==> src/rtl/down_count_event.sv <==
// Watches a down-counter stream for a threshold match; optional wrap counting via DOWN_COUNT_EVENT_WRAP_EN.
// Latency: match on cnt_i in cycle N gives evt_valid from edge N+1.
// Backpressure: evt_valid holds with stable data until evt_ready; further matches while pending set overrun.
module down_count_event #(
    parameter int WRAP_W = 8
) (
    input  logic              clk,
    input  logic              rst_n,
    input  logic [3:0]        cnt_i,
    input  logic [3:0]        thresh,
    input  logic              arm,
    input  logic              abort,
    input  logic              auto_rearm,
    input  logic              evt_ready,
    output logic              evt_valid,
    output logic [3:0]        evt_cnt,
    output logic [WRAP_W-1:0] evt_wraps,
    output logic              overrun,
    output logic              busy
);

    typedef enum logic [1:0] {
        IDLE  = 2'd0,
        ARMED = 2'd1,
        PEND  = 2'd2
    } state_t;

    state_t      state_q, state_d;
    logic [3:0]  cnt_q, cnt_d;
    logic [3:0]  thr_q, thr_d;
    logic [3:0]  evt_cnt_q, evt_cnt_d;
    logic        overrun_q, overrun_d;
    logic        match;

    assign match = (cnt_i == thr_q);

`ifdef DOWN_COUNT_EVENT_WRAP_EN
    logic [WRAP_W-1:0] wrap_q, wrap_d;
    logic [WRAP_W-1:0] wrap_nxt;
    logic [WRAP_W-1:0] evt_wraps_q, evt_wraps_d;
    logic              wrap_hit;

    // wrap_nxt already includes a wrap seen this cycle, so a capture sees it too
    always_comb begin
        wrap_hit = (state_q != IDLE) && (cnt_q == 4'd0) && (cnt_i == 4'hF);
        wrap_nxt = wrap_q;
        if (wrap_hit && (wrap_q != {WRAP_W{1'b1}})) begin
            wrap_nxt = wrap_q + WRAP_W'(1);
        end
    end

    assign evt_wraps = evt_wraps_q;
`else
    logic cnt_unused;
    assign cnt_unused = ^cnt_q;
    assign evt_wraps  = '0;
`endif

    always_comb begin
        state_d   = state_q;
        cnt_d     = cnt_i;
        thr_d     = thr_q;
        evt_cnt_d = evt_cnt_q;
        overrun_d = overrun_q;
`ifdef DOWN_COUNT_EVENT_WRAP_EN
        wrap_d      = wrap_nxt;
        evt_wraps_d = evt_wraps_q;
`endif
        case (state_q)
            IDLE: begin
                if (arm && !abort) begin
                    state_d   = ARMED;
                    thr_d     = thresh;
                    overrun_d = 1'b0;
`ifdef DOWN_COUNT_EVENT_WRAP_EN
                    wrap_d    = '0;
`endif
                end
            end
            ARMED: begin
                if (abort) begin
                    state_d = IDLE;
                end else if (match) begin
                    state_d   = PEND;
                    evt_cnt_d = cnt_i;
`ifdef DOWN_COUNT_EVENT_WRAP_EN
                    evt_wraps_d = wrap_nxt;
`endif
                end
            end
            PEND: begin
                // abort outranks both handshake and a lost match
                if (abort) begin
                    state_d = IDLE;
                end else if (evt_ready) begin
                    state_d = auto_rearm ? ARMED : IDLE;
                end else if (match) begin
                    overrun_d = 1'b1;
                end
            end
            default: begin
                state_d = IDLE;
            end
        endcase
    end

    always_ff @(posedge clk or negedge rst_n) begin
        if (!rst_n) begin
            state_q   <= IDLE;
            cnt_q     <= 4'hF;
            thr_q     <= 4'd0;
            evt_cnt_q <= 4'd0;
            overrun_q <= 1'b0;
`ifdef DOWN_COUNT_EVENT_WRAP_EN
            wrap_q      <= '0;
            evt_wraps_q <= '0;
`endif
        end else begin
            state_q   <= state_d;
            cnt_q     <= cnt_d;
            thr_q     <= thr_d;
            evt_cnt_q <= evt_cnt_d;
            overrun_q <= overrun_d;
`ifdef DOWN_COUNT_EVENT_WRAP_EN
            wrap_q      <= wrap_d;
            evt_wraps_q <= evt_wraps_d;
`endif
        end
    end

    assign evt_valid = (state_q == PEND);
    assign busy      = (state_q != IDLE);
    assign evt_cnt   = evt_cnt_q;
    assign overrun   = overrun_q;

endmodule

==> config.mk <==
export PLATFORM = sky130hd
export DESIGN_NAME = down_count_event
export DESIGN_NICKNAME = d
export VERILOG_FILES = /design/src/rtl/down_count_event.sv
export SDC_FILE = /design/constraint.sdc
export NUM_CORES = 1
export LEC_CHECK = 0
export ABC_AREA = 1
export CAP_MARGIN = 20
export CORE_MARGIN = 2
export CORE_UTILIZATION = 35
export DETAILED_ROUTE_END_ITERATION = 8
export MAX_ROUTING_LAYER = met4
export PLACE_DENSITY = 0.69
export RECOVER_POWER = 25
export REMOVE_ABC_BUFFERS = 1
export SETUP_SLACK_MARGIN = 0.5
export SLEW_MARGIN = 20
export SYNTH_ARGS = -nofsm -noshare
export SYNTH_HDL_FRONTEND = slang
export SYNTH_SLANG_ARGS = --single-unit
==> constraint.sdc <==
create_clock -name clk -period 2.59 [get_ports clk]
set_input_delay 0.259 -clock clk [delete_from_list [all_inputs] [get_ports clk]]
set_output_delay 0.259 -clock clk [all_outputs]
set_load 0.02 [all_outputs]
==> images/pdn.png <==
Scale bar: 10 um. Pins as bars on the die edge.
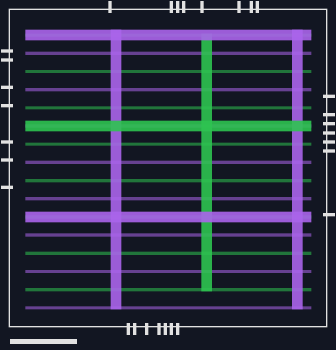
- purple: VSS
- green: VDD
- met1 rails: 16
- met5 straps: 3
- met4 straps: 3
IR Drop Worst-Case VDD: 395.3 uV
die extent in y: 47.28 um
Die Span X: 47.28 um
area inside the core boundary: 1745 um2

==> images/cell_classes.png <==
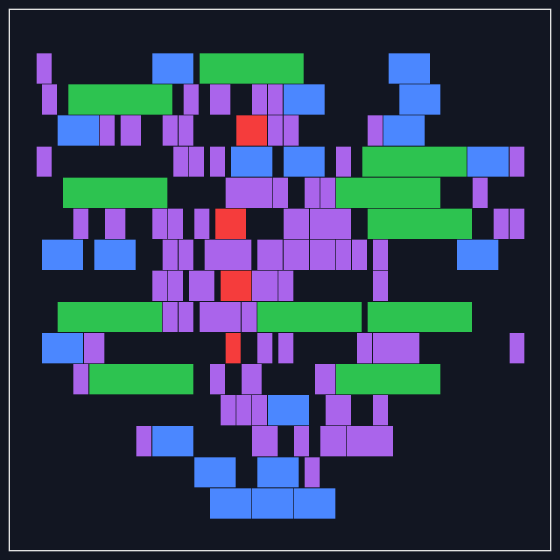
- blue: other buffers and delay cells (cells 20; share of their area 24%)
- red: clock drivers and dummy loads (cells 4; share of their area 3.1%)
- purple: all other logic (cells 73; share of their area 41%)
- green: flops (cells 11; share of their area 32%)
floorplan row count: 15
fin util: 0.5039
Design Area, Final: 879.6 um2
Seq area share: 0.3129

==> images/clock_map.png <==
Scale bar: 10 um.
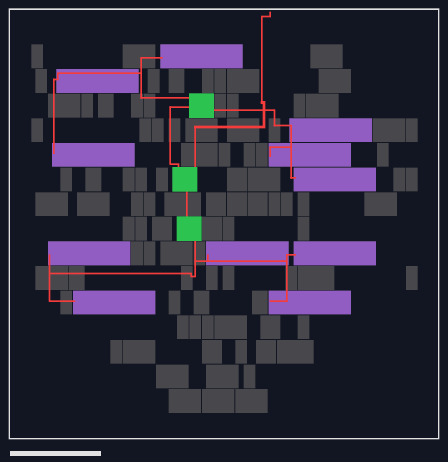
- red: clock wires (length 146 um)
- purple: flip-flops (count 11)
- green: cells driving clock nets (count 3)
- routed clock nets: 4
Power Clock: 117 uW
part of the power in the clock network: 0.147
Clock Skews: 1.061 ps
clock insertion delay at the later pin of the skew report: 260 ps

==> images/metal_stack.png <==
Scale bar: 10 um.
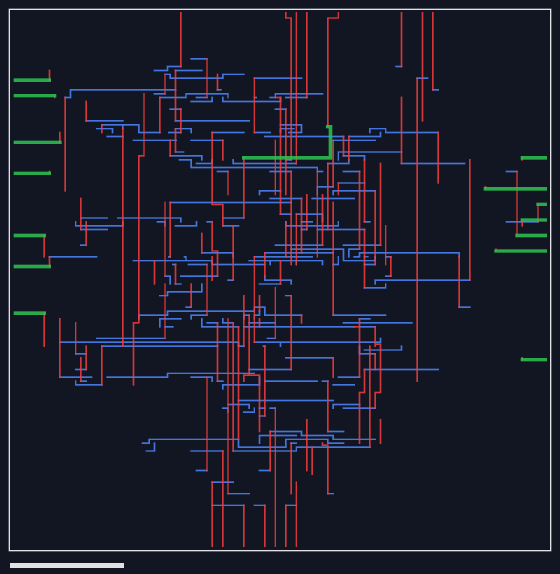
- blue: met1 (wire length 562 um)
- red: met2 (wire length 613 um)
- green: met3 (wire length 50.7 um)
total number of vias: 557
Total GRT Usage: 0.1221
Routed wire per std cell: 9.218 um
Post-Route WL: 1.226 mm

==> images/final_clocks.png <==
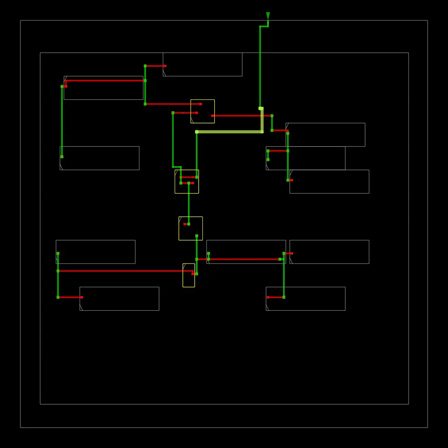
count of clock-net buffers in the final layout: 4
TritonCTS Buffers: 3
clock sink count: 11

==> results.txt <==
Notes on the flow run.

- The HPWL after detailed placement is 997.8 um, for reference.
- Warnings reported by Yosys during synthesis add up to 0.
- For reference, the clock transition at the flip-flops on the worst setup and hold paths is 70 ps.
- Among all flip-flop cells after synthesis, the most frequent one is sky130_fd_sc_hd__dfrtp_1.
- For this design, Yosys synthesis ends with a cell count of 85.
- Per the placement report, the placed cell count is 129.
- The run finished with clean final reports.
- The cell family contributing the most delay on the critical path is buffers and inverters, for reference.
- Nets still carrying antenna violations after routing amount to 0.
- In this run the count of I/O pins placed on the die edge is 29.
- The category of the worst setup path launch point is a flop, for reference.
- Along the critical path, the tally of buffer and inverter instances is 2.
- The combinational group share of total power is 0.492, for reference.
- Using the TritonRoute via totals, the vias-per-cell ratio works out to 4.188.
- The critical path data arrival time is 1530 ps, for reference.
- The most critical setup path has its startpoint at state_q[0].
- The count of input and output buffers is 20, for reference.
- The repair_antennas step left the layout with diodes totalling 0.
- The launch instance of the worst register-to-register path is state_q[0], for reference.
- STA classifies the critical path endpoint as an output port.
- The part of the cycle the worst path needs is 0.6897, for reference.
- The script extracted a total leakage power of 0.4444 nW.
- Traced cell by cell, the critical path runs through nor2_2 > inv_1 > clkdlybuf4s50_1.
- The part of the total power dissipated in sequential elements is 0.361, for reference.
- The leading area contributor after synthesis is sky130_fd_sc_hd__dfrtp_1, for reference.
- The total placed instance area is 853.3 um2, for reference.
- The count of hold buffers inserted by post-cts repair is 0, for reference.
- The logs give a warning total of 25.
- The synthesis report lists the most area-consuming cells as sky130_fd_sc_hd__dfrtp_1, sky130_fd_sc_hd__nand2_1, sky130_fd_sc_hd__buf_4, sky130_fd_sc_hd__nor2_4, sky130_fd_sc_hd__inv_1.
- The number of global-route vias before repair is 473, for reference.
- For reference, the critical path is captured by busy.
- The final-stage net count is 123, for reference.
- The violation tally recorded at the end of detailed-routing iteration 0 is 8.
- Synthesis inferred 11 register bits.
- The detailed-route DRC error count is 0, for reference.
- For this design the ratio of total power to cell area is 899.8 nW/um2.
- The first global-routing pass estimated 1.869 mm of wire.
- Final hold analysis gives a worst-case slack of 395.8 ps.
- Per the timing report, the most critical flop-to-flop path finishes at thr_q[0].
- The post-synthesis cell type with the largest instance count is sky130_fd_sc_hd__nand2_1, for reference.
- The number of different library cells in the post-synthesis netlist is 15, for reference.
- The kind of path behind the tightest hold check is input port to asynchronous set/reset pin, for reference.
- The count of buffers added by post-CTS timing repair for setup is 0, for reference.
- The kind of critical path is flop to output port, for reference.
- The number of cells on the worst reg-to-reg path is 4, for reference.
- The largest fanout on the critical path is 4, for reference.
- The count of final setup violators is 0, for reference.
- Per the CTS log, the root buffer master is sky130_fd_sc_hd__clkbuf_4.
- Yosys mapped a number of flops with a built-in enable equal to 0.
- The combinational power is 389 uW, for reference.
- The power report lists cell-internal power as 461.5 uW.
- The die covers 2235 um2.
- Per Yosys stat, the portion of area used by sequential elements is 0.4198.
- The final-layout setup total negative slack is 0 ps, for reference.
[registers in the layout, indices dropped and copies added, names as in the netlist]
register,count
state_q,2
overrun,1
thr_q,4
evt_cnt,4
[cell families (layout without fill, tap and decap cells)]
group,after synthesis,count (layout),share of synthesized area
AND-OR/OR-AND,7,7,0.05535
buffers and inverters,20,36,0.1603
flip-flops,11,11,0.4198
other,1,8,0.005720
AND/OR/NAND/NOR,46,46,0.3588
[placed cells by master (no fill, tap or decap)]
cell,n
sky130_fd_sc_hd__nand2_1,27
sky130_fd_sc_hd__dlygate4sd3_1,1
sky130_fd_sc_hd__nor2_4,4
sky130_fd_sc_hd__dfrtp_1,11
sky130_fd_sc_hd__nand2_2,2
sky130_fd_sc_hd__nor2_2,1
sky130_fd_sc_hd__clkbuf_1,1
sky130_fd_sc_hd__clkbuf_4,3
sky130_fd_sc_hd__a21oi_1,4
sky130_fd_sc_hd__inv_1,10
sky130_fd_sc_hd__nand3_2,2
sky130_fd_sc_hd__nor2_1,5
sky130_fd_sc_hd__nand4_1,5
sky130_fd_sc_hd__conb_1,8
sky130_fd_sc_hd__a31oi_1,1
sky130_fd_sc_hd__clkdlybuf4s50_1,19
sky130_fd_sc_hd__inv_2,2
sky130_fd_sc_hd__o21ai_1,2
[layer usage]
layer  up-vias  part of all wire  GRT usage
li1        292                 -          -
met1       249              0.46     0.1593
met2        16              0.50     0.1838
met3         0             0.041    0.02308
met4         0                 0    0.05000
met5         -                 0          -
[final cells by class]
class,count,area [um2],share of cell area
clock buffer,4,26.28,0.02987
inverter,12,45.04,0.05121
multi-input combinational,61,301.5,0.3428
sequential,11,275.3,0.3129
tap,25,31.28,0.03556
timing repair buffer,20,200.2,0.2276
No activity file was given, so power comes from the tool's default toggle rates.
